clocks.png
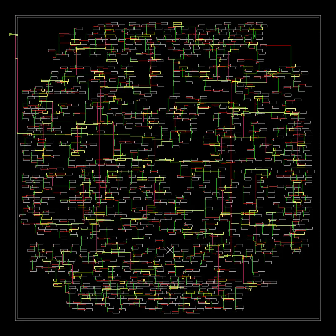
power_grid.png
Pins as bars on the die edge.
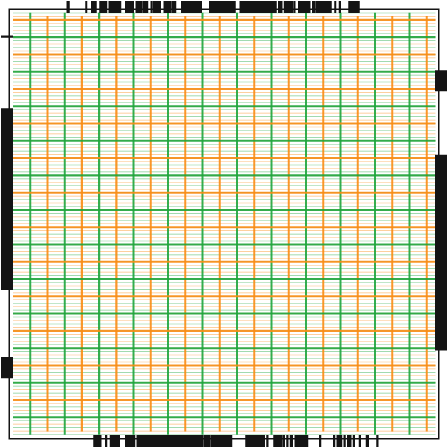
flops_by_reg.png
Other sequential cells in the stronger gray, the rest of the logic in the fainter gray.
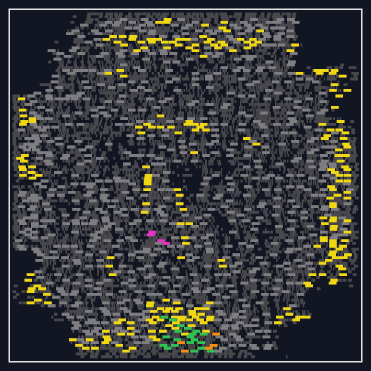
detail.png
Region (59, 228) to (109, 278) um. Cells in gray, sequential cells in the stronger gray; small squares are vias.
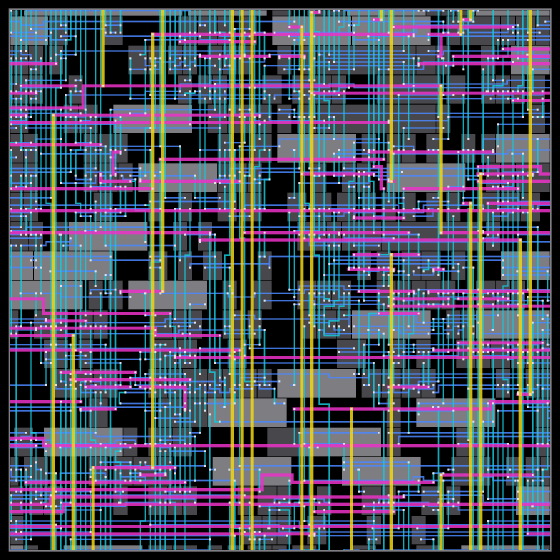
==> src/rtl/vmul_loader_if.sv <==
// Beat stream into the vector loader: one (a, x) element pair per accepted beat.
// Handshake: a beat transfers on a rising edge where in_valid && in_ready; in_ready never looks at in_valid.
interface vmul_loader_if #(
    parameter int INT_SIZE = 16
);
    logic                in_valid;
    logic                in_ready;
    logic [INT_SIZE-1:0] in_a;
    logic [INT_SIZE-1:0] in_x;
    logic                in_last;

    modport master (output in_valid, output in_a, output in_x, output in_last, input in_ready);
    modport slave  (input in_valid, input in_a, input in_x, input in_last, output in_ready);
endinterface

==> src/rtl/vmul_loader.sv <==
// Assembles element beats into zero-padded vectors, issues them on stable a/x lanes
// and tags the downstream max result with y_valid/y_id PIPE_LATENCY cycles after issue.
module vmul_loader #(
    parameter int VECTOR_SIZE  = 16,
    parameter int INT_SIZE     = 16,
    parameter int PIPE_LATENCY = 5,
    parameter int ID_W         = 4
) (
    input  logic                            clock,
    input  logic                            resetn,
    vmul_loader_if.slave                    src,
    input  logic                            hold,
    output logic [VECTOR_SIZE*INT_SIZE-1:0] a,
    output logic [VECTOR_SIZE*INT_SIZE-1:0] x,
    output logic                            issue,
    output logic [ID_W-1:0]                 issue_id,
    output logic                            y_valid,
    output logic [ID_W-1:0]                 y_id,
    output logic                            dbg_state
);
    localparam int CW = $clog2(VECTOR_SIZE);
    localparam int VW = VECTOR_SIZE * INT_SIZE;

    typedef enum logic {FILL = 1'b0, FULL = 1'b1} state_t;

    state_t                 state, next_state;
    logic [CW-1:0]          cnt;
    logic [VW-1:0]          fill_a, fill_x;
    logic [VW-1:0]          merged_a, merged_x;
    logic [ID_W-1:0]        next_id;
    logic [PIPE_LATENCY-1:0] vld_sr;
    logic [ID_W-1:0]        id_sr [PIPE_LATENCY];
    logic                   accept, completing, load;

    assign src.in_ready = resetn && (state == FILL);
    assign accept       = src.in_valid && src.in_ready;
    assign completing   = accept && ((cnt == CW'(VECTOR_SIZE - 1)) || src.in_last);
    assign dbg_state    = (state == FULL);
    assign y_valid      = vld_sr[PIPE_LATENCY-1];
    assign y_id         = id_sr[PIPE_LATENCY-1];

    // Fill buffer with the current beat written into lane cnt and every higher lane forced to zero.
    always_comb begin
        merged_a = fill_a;
        merged_x = fill_x;
        for (int i = 0; i < VECTOR_SIZE; i++) begin
            if (i == int'(cnt)) begin
                merged_a[i*INT_SIZE +: INT_SIZE] = src.in_a;
                merged_x[i*INT_SIZE +: INT_SIZE] = src.in_x;
            end else if (i > int'(cnt)) begin
                merged_a[i*INT_SIZE +: INT_SIZE] = '0;
                merged_x[i*INT_SIZE +: INT_SIZE] = '0;
            end
        end
    end

    always_comb begin
        next_state = state;
        load       = 1'b0;
        case (state)
            FILL: begin
                if (completing) begin
                    if (hold) next_state = FULL;
                    else      load       = 1'b1;
                end
            end
            FULL: begin
                if (!hold) begin
                    load       = 1'b1;
                    next_state = FILL;
                end
            end
            default: next_state = FILL;
        endcase
    end

    always_ff @(posedge clock) begin
        if (!resetn) begin
            state    <= FILL;
            cnt      <= '0;
            fill_a   <= '0;
            fill_x   <= '0;
            a        <= '0;
            x        <= '0;
            issue    <= 1'b0;
            issue_id <= '0;
            next_id  <= '0;
            vld_sr   <= '0;
            for (int i = 0; i < PIPE_LATENCY; i++) id_sr[i] <= '0;
        end else begin
            state <= next_state;
            issue <= load;
            if (load) begin
                // In FILL the completing beat is still on the bus; in FULL it already sits in the buffer.
                a        <= (state == FILL) ? merged_a : fill_a;
                x        <= (state == FILL) ? merged_x : fill_x;
                issue_id <= next_id;
                next_id  <= next_id + 1'b1;
                fill_a   <= '0;
                fill_x   <= '0;
                cnt      <= '0;
            end else if (accept) begin
                fill_a <= merged_a;
                fill_x <= merged_x;
                cnt    <= completing ? '0 : cnt + 1'b1;
            end
            vld_sr   <= {vld_sr[PIPE_LATENCY-2:0], issue};
            id_sr[0] <= issue_id;
            for (int i = 1; i < PIPE_LATENCY; i++) id_sr[i] <= id_sr[i-1];
        end
    end
endmodule

==> src/flat_wrapper.sv <==
// flat-port wrapper written by rule: the top's interface ports become plain ports
module vmul_loader_flat 
#(
    parameter int VECTOR_SIZE  = 16,
    parameter int INT_SIZE     = 16,
    parameter int PIPE_LATENCY = 5,
    parameter int ID_W         = 4
)
  (clock, resetn, hold, a, x, issue, issue_id, y_valid, y_id, dbg_state, src_in_valid, src_in_a, src_in_x, src_in_last, src_in_ready);
  vmul_loader_if #(.INT_SIZE(INT_SIZE)) src_i ();
  input  logic clock;
  input  logic resetn;
  input  logic hold;
  output logic [VECTOR_SIZE*INT_SIZE-1:0] a;
  output logic [VECTOR_SIZE*INT_SIZE-1:0] x;
  output logic issue;
  output logic [ID_W-1:0] issue_id;
  output logic y_valid;
  output logic [ID_W-1:0] y_id;
  output logic dbg_state;
  input wire logic [$bits(src_i.in_valid)-1:0] src_in_valid;
  input wire logic [$bits(src_i.in_a)-1:0] src_in_a;
  input wire logic [$bits(src_i.in_x)-1:0] src_in_x;
  input wire logic [$bits(src_i.in_last)-1:0] src_in_last;
  output wire logic [$bits(src_i.in_ready)-1:0] src_in_ready;
  assign src_i.in_valid = src_in_valid;
  assign src_i.in_a = src_in_a;
  assign src_i.in_x = src_in_x;
  assign src_i.in_last = src_in_last;
  assign src_in_ready = src_i.in_ready;
  vmul_loader #(.VECTOR_SIZE(VECTOR_SIZE), .INT_SIZE(INT_SIZE), .PIPE_LATENCY(PIPE_LATENCY), .ID_W(ID_W)) u_core (.clock(clock), .resetn(resetn), .src(src_i), .hold(hold), .a(a), .x(x), .issue(issue), .issue_id(issue_id), .y_valid(y_valid), .y_id(y_id), .dbg_state(dbg_state));
endmodule
==> config.mk <==
export PLATFORM = sky130hd
export DESIGN_NAME = vmul_loader_flat
export DESIGN_NICKNAME = d
export VERILOG_FILES = /design/src/rtl/vmul_loader_if.sv /design/src/rtl/vmul_loader.sv /design/src/flat_wrapper.sv
export SDC_FILE = /design/constraint.sdc
export NUM_CORES = 2
export LEC_CHECK = 0
export ABC_AREA = 1
export CAP_MARGIN = 15
export CORE_MARGIN = 2
export CORE_UTILIZATION = 44
export DETAILED_ROUTE_END_ITERATION = 8
export GPL_TIMING_DRIVEN = 0
export HOLD_SLACK_MARGIN = 0.03
export MAX_ROUTING_LAYER = met4
export PLACE_DENSITY = 0.76
export SETUP_SLACK_MARGIN = 0.1
export SYNTH_ARGS = -nofsm -noshare
export SYNTH_HDL_FRONTEND = slang
export SYNTH_SLANG_ARGS = --single-unit
==> constraint.sdc <==
create_clock -name clock -period 7.1 [get_ports clock]
set_clock_uncertainty 0.1 [all_clocks]
set_input_delay 1.42 -clock clock [delete_from_list [all_inputs] [get_ports clock]]
set_output_delay 1.42 -clock clock [all_outputs]
set_load 0.005 [all_outputs]
==> flow_summary.toml <==
# physical design summary
[run_status]
status = "finished, violations left"
violations = "DRC"

[floorplan]
num_tap_cells = 1488
die_area_sq_um = 113000
coreArea_sq_um = 110000
die_x_um = 337
die_y_um = 337

[drt]
vias = 55164
drcViolationCount = 4
first_iter_violations = 8062
wl_per_cell_um = 22.4
dr_wl_met3_um = 29000
drt_first_pass_iters = 9
wirelength_um = 219000
vias_per_cell = 5.64
ant_nets = 0

[global_route]
grtUsageTotal = 0.380

[layout]
finalInstanceArea_sq_um = 60800
lay_top_cells = "3717 x nand2_1, 1063 x dfxtp_1, 565 x a21oi_1"
buffer_area_frac = 0.144
largest_cell_class = "combinational gates"
syn_to_final_growth_pct = 24.7

[critical_path]
startpoint = "u_core.cnt[1]"
worstReg2RegEnd = "u_core.x[143]"
cp_max_fo = 10
worstRegToRegCells = 12

[flow_run]
drv_cap = 0
warnings = 32

[timing]
maxSlewHeadroom = 0.192
setup_viol = 0
finalClockPeriodUsage = 0.628

[pwr]
switching_power_mw = 3.49
p_leak_nw = 26.1
power_leader = "the clock network"
internal_power_mw = 10.3
pg_seq_mw = 6.00
p_comb_frac = 0.070

[synth]
synth_area_per_cell_sq_um = 6.51
yosys.cell_types.count = 24
syn_area_sq_um = 48800
topCombFamilyByArea = "simple AND/OR/NAND/NOR gates"
yosysSeqAreaShare = 0.436
synth_nets = 7532
top_cells_by_area = "dfxtp_1 44%, nand2_1 29%, a21oi_1 5.8%"

[clock_network]
cts_htree_levels = 3
cts.clk_slew.worst_paths_ns = 0.07
clkSinkCount = 1063

[hold_path]
min-delay-start = "u_core.id_sr[0][1]"
-- clocks.png (at the start) --
clock buffers: 149
worst skew pair latency: 0.73 ns
Num CTS Buffers: 113
flip-flops: 1063
Clock group: 6.85 mW

-- power_grid.png (at the start) --
- VSS: green
- VDD: orange
- met1 rails: 123
- signal pins: 561

-- flops_by_reg.png (at the start) --
- u_core.a: yellow (placed flops 256; where all over the die)
- u_core.vld_sr: orange (placed flops 5; where bottom center)
- u_core.id_sr: green (placed flops 20; where bottom center)
- u_core.next_id: magenta (placed flops 4)

-- detail.png (at the start) --
- metal 2: cyan
- metal 4: yellow
- metal 1: blue
- metal 3: magenta
- cells with their middle in the window: 242
- most frequent: nand2_1 (110), nand3_1 (30), dfxtp_1 (21)
- netlist names of flops here include: u_core.fill_a (11), u_core.fill_x (8)
- sequential cells in the window: 21

==> synth_stat cells <==
| master | n |
|---|---|
| buf_4 | 59 |
| xor2_1 | 3 |
| nor3_1 | 32 |
| o21ai_0 | 364 |
| inv_2 | 5 |
| nor2_4 | 2 |
| clkbuf_1 | 234 |
| buf_6 | 18 |
| o211ai_1 | 128 |
| clkinv_1 | 2 |
| ha_1 | 7 |
| o21bai_1 | 41 |
| nand2_2 | 6 |
| nor2_2 | 4 |
| buf_2 | 230 |
| nand4_1 | 64 |
| nand2_1 | 3717 |
| inv_1 | 175 |
| a21oi_1 | 565 |
| nand3_1 | 396 |
| buf_1 | 53 |
| o21ai_1 | 84 |
| dfxtp_1 | 1063 |
| nor2_1 | 236 |
==> per-layer routing <==
metal | vias to the layer above | track usage
met3 | 772 | 0.103
li1 | 25322 | -
met5 | - | -
met1 | 25451 | 0.464
met4 | 0 | 0.254
met2 | 3619 | 0.546
==> critical path: stages (launching register included) <==
cell      delay, ns
dfxtp_1        0.46
clkbuf_1       0.47
buf_1          0.60
inv_1          0.15
ha_1           0.39
inv_1          0.15
nor2_1         0.16
clkbuf_1       0.32
nand2_1        0.13
nand2_1        0.08
o21ai_0        0.80
nand2_1        0.42
nand2_1        0.13
==> sequential cells by signal, indices dropped and copies added, names as in the netlist <==
signal            cells
u_core.a            256
u_core.fill_a       256
u_core.fill_x       256
u_core.x            256
u_core.id_sr         20
u_core.vld_sr         5
u_core.cnt            4
u_core.issue_id       4
u_core.next_id        4
u_core.dbg_state      1
u_core.issue          1
==> through the flow <==
step	cells	setup slack, ns	power (mW)
finish	9780	2.64	13.8
global route	9778	2.50	14.0
CTS	9764	3.04	13.7
detailed placement	9551	2.98	7.05
global placement	9533	2.41	7.02
floorplan	7488	3.89	6.58
Power and IR drop assume default switching activity.
